==> src/rtl/gather4_8_pkg.sv <==
// -----------------------------------------------------------------------------
// gather4_pkg
//   Shared types and constants for the gather4_8 stream-to-lane packer.
//   - LANES          : number of output lanes (a, b, c, d)
//   - DEFAULT_WIDTH  : default lane/data width
//   - DEFAULT_CNT_W  : default width of the emitted-group counter
//   - lane_idx_t     : index of the next lane to fill
//   - state_t        : FILL (accepting values) / FULL (presenting a group)
//   - fill_count()   : number of filled lanes once lane 'idx' has been written
// -----------------------------------------------------------------------------
package gather4_pkg;

  localparam int LANES         = 4;
  localparam int DEFAULT_WIDTH = 8;
  localparam int DEFAULT_CNT_W = 16;

  typedef logic [1:0] lane_idx_t;

  typedef enum logic {
    FILL = 1'b0,
    FULL = 1'b1
  } state_t;

  // Lane count is idx+1 and must reach 4, so it needs one more bit than idx.
  function automatic logic [2:0] fill_count(input lane_idx_t idx);
    return {1'b0, idx} + 3'd1;
  endfunction

endpackage

==> src/rtl/gather4_8_if.sv <==
// -----------------------------------------------------------------------------
// gather4_8_if
//   Bundles the input stream handshake and the packed output group of
//   gather4_8.
//   Input stream : in_data, in_valid, in_last (to block), in_ready (from block)
//   Output group : a, b, c, d, out_valid, out_count, group_count (from block),
//                  out_ready (to block)
//   Modports:
//     slave  - the gather4_8 block itself
//     master - the environment: upstream source plus downstream consumer
// -----------------------------------------------------------------------------
interface gather4_8_if #(
  parameter int WIDTH = 8,
  parameter int CNT_W = 16
) ();

  logic [WIDTH-1:0] in_data;
  logic             in_valid;
  logic             in_last;
  logic             in_ready;

  logic [WIDTH-1:0] a;
  logic [WIDTH-1:0] b;
  logic [WIDTH-1:0] c;
  logic [WIDTH-1:0] d;
  logic             out_valid;
  logic             out_ready;
  logic [2:0]       out_count;
  logic [CNT_W-1:0] group_count;

  modport slave (
    input  in_data, in_valid, in_last, out_ready,
    output in_ready, a, b, c, d, out_valid, out_count, group_count
  );

  modport master (
    output in_data, in_valid, in_last, out_ready,
    input  in_ready, a, b, c, d, out_valid, out_count, group_count
  );

endinterface

==> src/rtl/gather4_8.sv <==
// -----------------------------------------------------------------------------
// gather4_8
//   Packs a serial stream of WIDTH-bit values into four lanes (a, b, c, d) and
//   presents them as one stable, valid-qualified group for the adder tree.
//   in_last closes a partial group early; unfilled lanes read 0.
//
//   Ports:
//     clk    - rising-edge clock
//     rst_n  - asynchronous active-low reset
//     bus    - gather4_8_if.slave:
//                in_data/in_valid/in_last/in_ready   input stream handshake
//                a/b/c/d                             packed lanes
//                out_valid/out_ready                 group handshake
//                out_count                           filled lanes (0 when idle)
//                group_count                         groups consumed, wraps
//
//   Timing: one group costs one accept per value plus one drain cycle, since
//   in_ready and out_valid decode only from the state register.
// -----------------------------------------------------------------------------
module gather4_8
  import gather4_pkg::*;
#(
  parameter int WIDTH = DEFAULT_WIDTH,
  parameter int CNT_W = DEFAULT_CNT_W
) (
  input  logic       clk,
  input  logic       rst_n,
  gather4_8_if.slave bus
);

  state_t           state_q;
  lane_idx_t        idx_q;
  logic [WIDTH-1:0] lane_q [LANES];
  logic [2:0]       out_count_q;
  logic [CNT_W-1:0] group_count_q;

  // NOTE: every register, including the small lane array, is reset so that
  // a reset mid-group or while FULL leaves no trace of the discarded group.
  always_ff @(posedge clk or negedge rst_n) begin
    if (!rst_n) begin
      state_q       <= FILL;
      idx_q         <= '0;
      out_count_q   <= '0;
      group_count_q <= '0;
      for (int i = 0; i < LANES; i++) lane_q[i] <= '0;
    end else begin
      // NOTE: non-blocking assignments throughout, so every branch reads the
      // pre-edge values of the state, index and lanes.
      unique case (state_q)
        FILL: begin
          if (bus.in_valid) begin
            lane_q[idx_q] <= bus.in_data;
            if (idx_q == lane_idx_t'(LANES - 1) || bus.in_last) begin
              state_q     <= FULL;
              out_count_q <= fill_count(idx_q);
            end else begin
              idx_q <= idx_q + 2'd1;
            end
          end
        end

        FULL: begin
          // Lanes hold until the consumer takes them; in_valid is ignored here.
          if (bus.out_ready) begin
            // Clearing at drain is what zero-pads a short next group.
            for (int i = 0; i < LANES; i++) lane_q[i] <= '0;
            idx_q         <= '0;
            out_count_q   <= '0;
            group_count_q <= group_count_q + 1'b1;
            state_q       <= FILL;
          end
        end

        default: state_q <= FILL;
      endcase
    end
  end

  // Handshake outputs decode from the state register only, so there is no
  // combinational path from out_ready to in_ready or in_valid to out_valid.
  assign bus.in_ready    = (state_q == FILL);
  assign bus.out_valid   = (state_q == FULL);

  assign bus.a           = lane_q[0];
  assign bus.b           = lane_q[1];
  assign bus.c           = lane_q[2];
  assign bus.d           = lane_q[3];
  assign bus.out_count   = out_count_q;
  assign bus.group_count = group_count_q;

endmodule

==> src/flat_wrapper.sv <==
// flat-port wrapper written by rule: the top's interface ports become plain ports
module gather4_8_flat import gather4_pkg::*;
#(
  parameter int WIDTH = DEFAULT_WIDTH,
  parameter int CNT_W = DEFAULT_CNT_W
)
  (clk, rst_n, bus_in_data, bus_in_valid, bus_in_last, bus_out_ready, bus_in_ready, bus_a, bus_b, bus_c, bus_d, bus_out_valid, bus_out_count, bus_group_count);
  gather4_8_if #(.WIDTH(WIDTH), .CNT_W(CNT_W)) bus_i ();
  input  logic clk;
  input  logic rst_n;
  input wire logic [$bits(bus_i.in_data)-1:0] bus_in_data;
  input wire logic [$bits(bus_i.in_valid)-1:0] bus_in_valid;
  input wire logic [$bits(bus_i.in_last)-1:0] bus_in_last;
  input wire logic [$bits(bus_i.out_ready)-1:0] bus_out_ready;
  output wire logic [$bits(bus_i.in_ready)-1:0] bus_in_ready;
  output wire logic [$bits(bus_i.a)-1:0] bus_a;
  output wire logic [$bits(bus_i.b)-1:0] bus_b;
  output wire logic [$bits(bus_i.c)-1:0] bus_c;
  output wire logic [$bits(bus_i.d)-1:0] bus_d;
  output wire logic [$bits(bus_i.out_valid)-1:0] bus_out_valid;
  output wire logic [$bits(bus_i.out_count)-1:0] bus_out_count;
  output wire logic [$bits(bus_i.group_count)-1:0] bus_group_count;
  assign bus_i.in_data = bus_in_data;
  assign bus_i.in_valid = bus_in_valid;
  assign bus_i.in_last = bus_in_last;
  assign bus_i.out_ready = bus_out_ready;
  assign bus_in_ready = bus_i.in_ready;
  assign bus_a = bus_i.a;
  assign bus_b = bus_i.b;
  assign bus_c = bus_i.c;
  assign bus_d = bus_i.d;
  assign bus_out_valid = bus_i.out_valid;
  assign bus_out_count = bus_i.out_count;
  assign bus_group_count = bus_i.group_count;
  gather4_8 #(.WIDTH(WIDTH), .CNT_W(CNT_W)) u_core (.clk(clk), .rst_n(rst_n), .bus(bus_i));
endmodule
==> config.mk <==
export PLATFORM = sky130hd
export DESIGN_NAME = gather4_8_flat
export DESIGN_NICKNAME = d
export VERILOG_FILES = /design/src/rtl/gather4_8_pkg.sv /design/src/rtl/gather4_8_if.sv /design/src/rtl/gather4_8.sv /design/src/flat_wrapper.sv
export SDC_FILE = /design/constraint.sdc
export NUM_CORES = 1
export LEC_CHECK = 0
export ABC_AREA = 1
export CAP_MARGIN = 20
export CORE_MARGIN = 3
export CORE_UTILIZATION = 52
export DETAILED_ROUTE_END_ITERATION = 10
export PLACE_DENSITY = 0.85
export SLEW_MARGIN = 20
export SYNTH_ARGS = -nofsm -noshare
export SYNTH_HDL_FRONTEND = slang
export SYNTH_SLANG_ARGS = --single-unit
==> constraint.sdc <==
create_clock -name clk -period 2.7 [get_ports clk]
set_clock_uncertainty 0.1 [all_clocks]
set_input_delay 0.54 -clock clk [delete_from_list [all_inputs] [get_ports clk]]
set_output_delay 0.54 -clock clk [all_outputs]
set_load 0.02 [all_outputs]
==> GITHUB_STEP_SUMMARY, run 1 <==
### Yosys + OpenROAD results

| Metric | Value |
|---|---|
| Status | `completed` |
| Sequential power share | `0.377` |
| Worst-Skew Late Latency | `0.31 ns` |
| Critical Path Start | `u_core.bus.out_valid` |
| Share of layout cells above drive strength 1 | `0.08157` |
| Syn_nets | `278` |
| Mux area share | `0` |
| Registers, synthesis | `54` |
| Top cell excl fill/tap | `clkdlybuf4s50_1` |
| Synth Instances | `260` |
| CP Launch Type | `flop` |
| Comb pwr | `1.43 mW` |
| Final worst path period need | `2.439 ns` |
| Ys cells | `260` |
| Cell taking the most area after synthesis | `dfrtp_1` |
| Dpl ws | `0.5711 ns` |
| WS Path Type | `flop to output pin` |
| Drt first pass iters | `4` |
| Worst path required time | `2.06 ns` |
| Largest fanout on the critical path | `7` |
| # clock sinks | `54` |
| Clock root buffer | `clkbuf_8` |
| Max Fclk | `410.0 MHz` |
| Final non-filler cell total | `383` |
| Final nets | `348` |
| Area post-placement | `3143 sq um` |
| Reg2reg setup slack | `0.99 ns` |
| Gate power share | `0.427` |
| Tcrit/Tclk final | `0.9034` |
| Most numerous logic cells after layout | `64 x clkdlybuf4s50_1, 55 x nand2_1, 54 x dfrtp_1` |
| R2r endpoint | `u_core.bus.a[6]` |
| Hold buffers post-CTS | `0` |
| Final setup viols | `0` |
| PnR worst setup slack | `0.2609 ns` |
| Max Cap Viol | `0` |
| Remaining antenna violation count after routing | `0` |
| Top-count cell post-synth | `nand2_1` |
| Postcts setup bufs | `0` |
| Async SR Flop Fraction | `1.000` |
[run 1: worst max-delay path, stage by stage (launching register included)]
cell             delay [ns]
dfrtp_1                0.56
inv_1                  0.28
clkdlybuf4s50_1        0.65
[run 1: metal layers]
metal / GRT usage / part of all wire
met1: 0.2929 / 0.44
met4: 0.05929 / 0.015
met5: 0 / 0
met2: 0.3707 / 0.49
met3: 0.05474 / 0.051
[run 1: final cells by class]
cell class                 count  share of cell area
clock buffer                   6             0.02513
clock inverter                 2             0.01828
inverter                      40             0.04646
multi-input combinational    162              0.2780
sequential                    54              0.4113
tap                           52             0.01980
timing repair buffer          67              0.2011
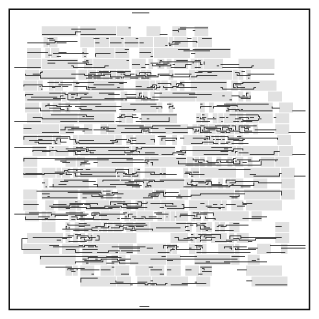
run_1/m1.png
Drawn at 4 px/um. Cells faint in the background.
main direction: horizontal
wire length on this layer: 2510 um
share of all routed wire: 44%

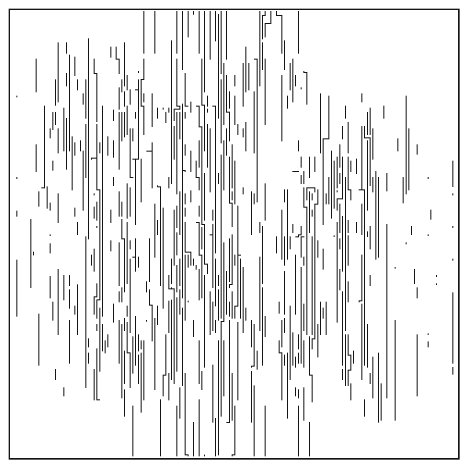
run_1/m2.png
Drawn at 6 px/um.
share of all routed wire: 49%
longest straight run: 35.0 um
main direction: vertical

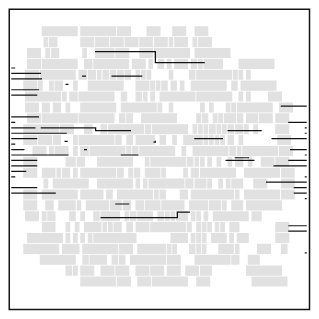
run_1/m3.png
Drawn at 4 px/um. Cells faint in the background.
main direction: horizontal
wire length on this layer: 292 um

==> run 2, diff against run 1 <==
--- a/config.mk
+++ b/config.mk
@@ -6,7 +6,6 @@
 export NUM_CORES = 1
 export LEC_CHECK = 0
 export ABC_AREA = 1
-export CAP_MARGIN = 20
 export CORE_MARGIN = 3
 export CORE_UTILIZATION = 52
 export DETAILED_ROUTE_END_ITERATION = 10
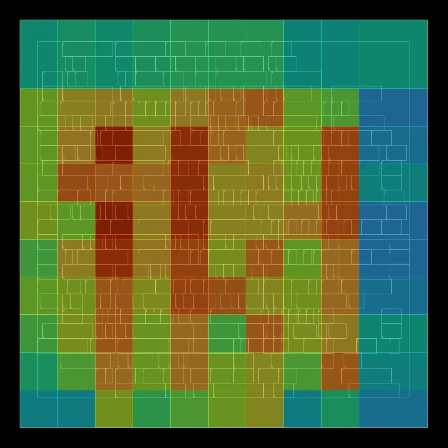
run_2/congestion_map.png
GR peak layer: met2
WL per Instance: 14.76 um

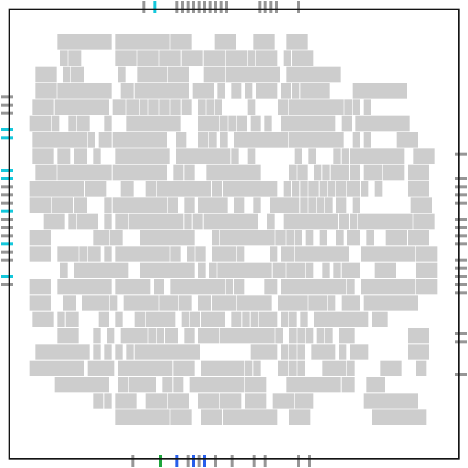
run_2/pinout.png
Drawn at 6 px/um. Pins as bars across the die edge, other pins in grey.
[blue] `bus_out_count` | pins: 3 | direction: output | edge: south
[cyan] `bus_b` | pins: 8 | direction: output | edge: 7 west, 1 north
[green] `bus_in_last` | pins: 1 | direction: input | edge: south

==> run 2 against run 1 <==
  * Core utilization did not move
  * Clock power barely moved
  * Largest power group unchanged
  * Sequential power barely moved
  * Wire length did not move
  * Critical path depth did not move
  * Sequential share of layout area did not move
==> GITHUB_STEP_SUMMARY, run 2 <==
### Yosys + OpenROAD results

| Metric | Value |
|---|---|
| Port bufs | `65` |
| Placement row count | `24` |
| Hold crit path type | `input port to asynchronous set/reset pin` |
| Slew Viols, Final | `0` |
| Drt first pass iters | `4` |
| Post-Synth XOR/XNOR Area | `0.03571` |
| Main power group | `combinational logic` |
| Post-synth seq share | `0.5510` |
| Ys cells | `260` |
| Cell taking the most area after synthesis | `dfrtp_1` |
| Yosys aoi share | `0.1112` |
| Postcts setup bufs | `0` |
| CTS Buffer Depth | `2` |
| TritonCTS Buffers | `5` |
| Sequential power share | `0.377` |
| Critical Path Start | `u_core.bus.out_valid` |
| Worst Reg-to-Reg Cells | `5` |
| GRT Total Usage | `0.2224` |
| Via density per instance | `5.248` |
| Reg2reg setup slack | `0.99 ns` |
| Final hold violation count | `0` |
| Chip Area, Yosys | `2452 sq um` |
| Syn_nets | `278` |
| Seq power | `1.26 mW` |
| Area leader share | `0.5510` |
| Destination of the critical timing path | `bus_in_ready` |
| DRC | `0` |
| Tcrit/Tclk final | `0.9034` |
| Switching share of power | `0.3770` |
| Yosys warns | `0` |
| Chip area | `5576 sq um` |
| Number of DRC markers in iteration 0 | `115` |
| Tool Warnings | `29` |
| Final nets | `348` |
| Top cell excl fill/tap | `clkdlybuf4s50_1` |
| Clk. pwr | `0.656 mW` |
| Area post-placement | `3143 sq um` |
| PnR worst setup slack | `0.2609 ns` |
| Die width | `74.68 um` |
| Most numerous logic cells after layout | `64 x clkdlybuf4s50_1, 55 x nand2_1, 54 x dfrtp_1` |
| Pleak | `1.451 nW` |
| Largest net degree at the start of global routing | `21` |
| Final worst path period need | `2.439 ns` |
| Async SR Flop Fraction | `1.000` |
| Hold buffers post-CTS | `0` |
| Status | `completed` |
| H-tree levels | `2` |
| Final setup viols | `0` |
| Cts repair resizes | `0` |
| Max reg flops | `16` |
| Registers, synthesis | `54` |
| Flip-flops with a built-in enable | `0` |
| Setup_tns | `0 ns` |
| Vias in the first global route | `2026` |
| Clk pwr share | `0.196` |
| Largest fanout on the critical path | `7` |
| Initial Utilization | `0.5518` |
| Worst-Skew Late Latency | `0.31 ns` |
| Mapped cell area | `2452 sq um` |
| Yosys adder share | `0.02551` |
| R2r startpoint | `u_core.idx_q[0]` |
| CP Launch Type | `flop` |
| Remaining antenna violation count after routing | `0` |
| Worst path required time | `2.06 ns` |
| Placed Cells | `375` |
| Diode count | `0` |
| Max Fclk | `410.0 MHz` |
| Gate power share | `0.427` |
| P&R area growth vs syn | `33.98%` |
| R2r endpoint | `u_core.bus.a[6]` |
| Mux area share | `0` |
| Clock root buffer | `clkbuf_8` |
| WS Path Type | `flop to output pin` |
| CTS tree | `yes` |
| Distinct cells, synth | `26` |
| Dpl ws | `0.5711 ns` |
| Slew headroom | `0.6898` |
| RSZ-0062 raised after global routing | `false` |
| Comb pwr | `1.43 mW` |
| Top-count cell post-synth | `nand2_1` |
| Synth Instances | `260` |
| Final non-filler cell total | `383` |
| Simple-gate area share of the yosys netlist | `0.2000` |
| Min Hold Slack | `0.05977 ns` |
| # clock sinks | `54` |
| WP data arrival | `1.80 ns` |
| Max Cap Viol | `0` |
| Total power | `3.350 mW` |
| Share of layout cells above drive strength 1 | `0.08157` |
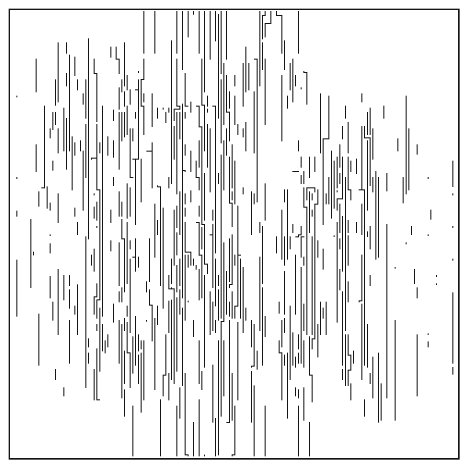
run_2/m2.png
Drawn at 6 px/um.
share of all routed wire: 49%
longest straight run: 35.0 um
nets with wire on the layer: 300
main direction: vertical
wire length on this layer: 2770 um
met2 usage: 0.3707
final wirelength: 5652 um
vias: 2010

run 2: cell counts after synthesis:
No cell type changed its count.
run 2: critical path, cell delays in order (launching register included):
cell and delay (ns):
dfrtp_1 0.56, inv_1 0.28, clkdlybuf4s50_1 0.65
run 2: per-layer routing:
metal / track usage / part of all wire / up-vias
li1: - / - / 976
met1: 0.2929 / 0.44 / 965
met2: 0.3707 / 0.49 / 60
met3: 0.05474 / 0.051 / 9
met4: 0.05929 / 0.015 / 0
met5: 0 / 0 / -
run 2: final cells by class:
type	count	area (sq um)
sequential	54	1351
fill	312	1159
multi-input combinational	162	913.4
timing repair buffer	67	660.6
inverter	40	152.6
clock buffer	6	82.58
tap	52	65.06
clock inverter	2	60.06
Power figures rest on the tool's default switching activity, not on a simulated workload.
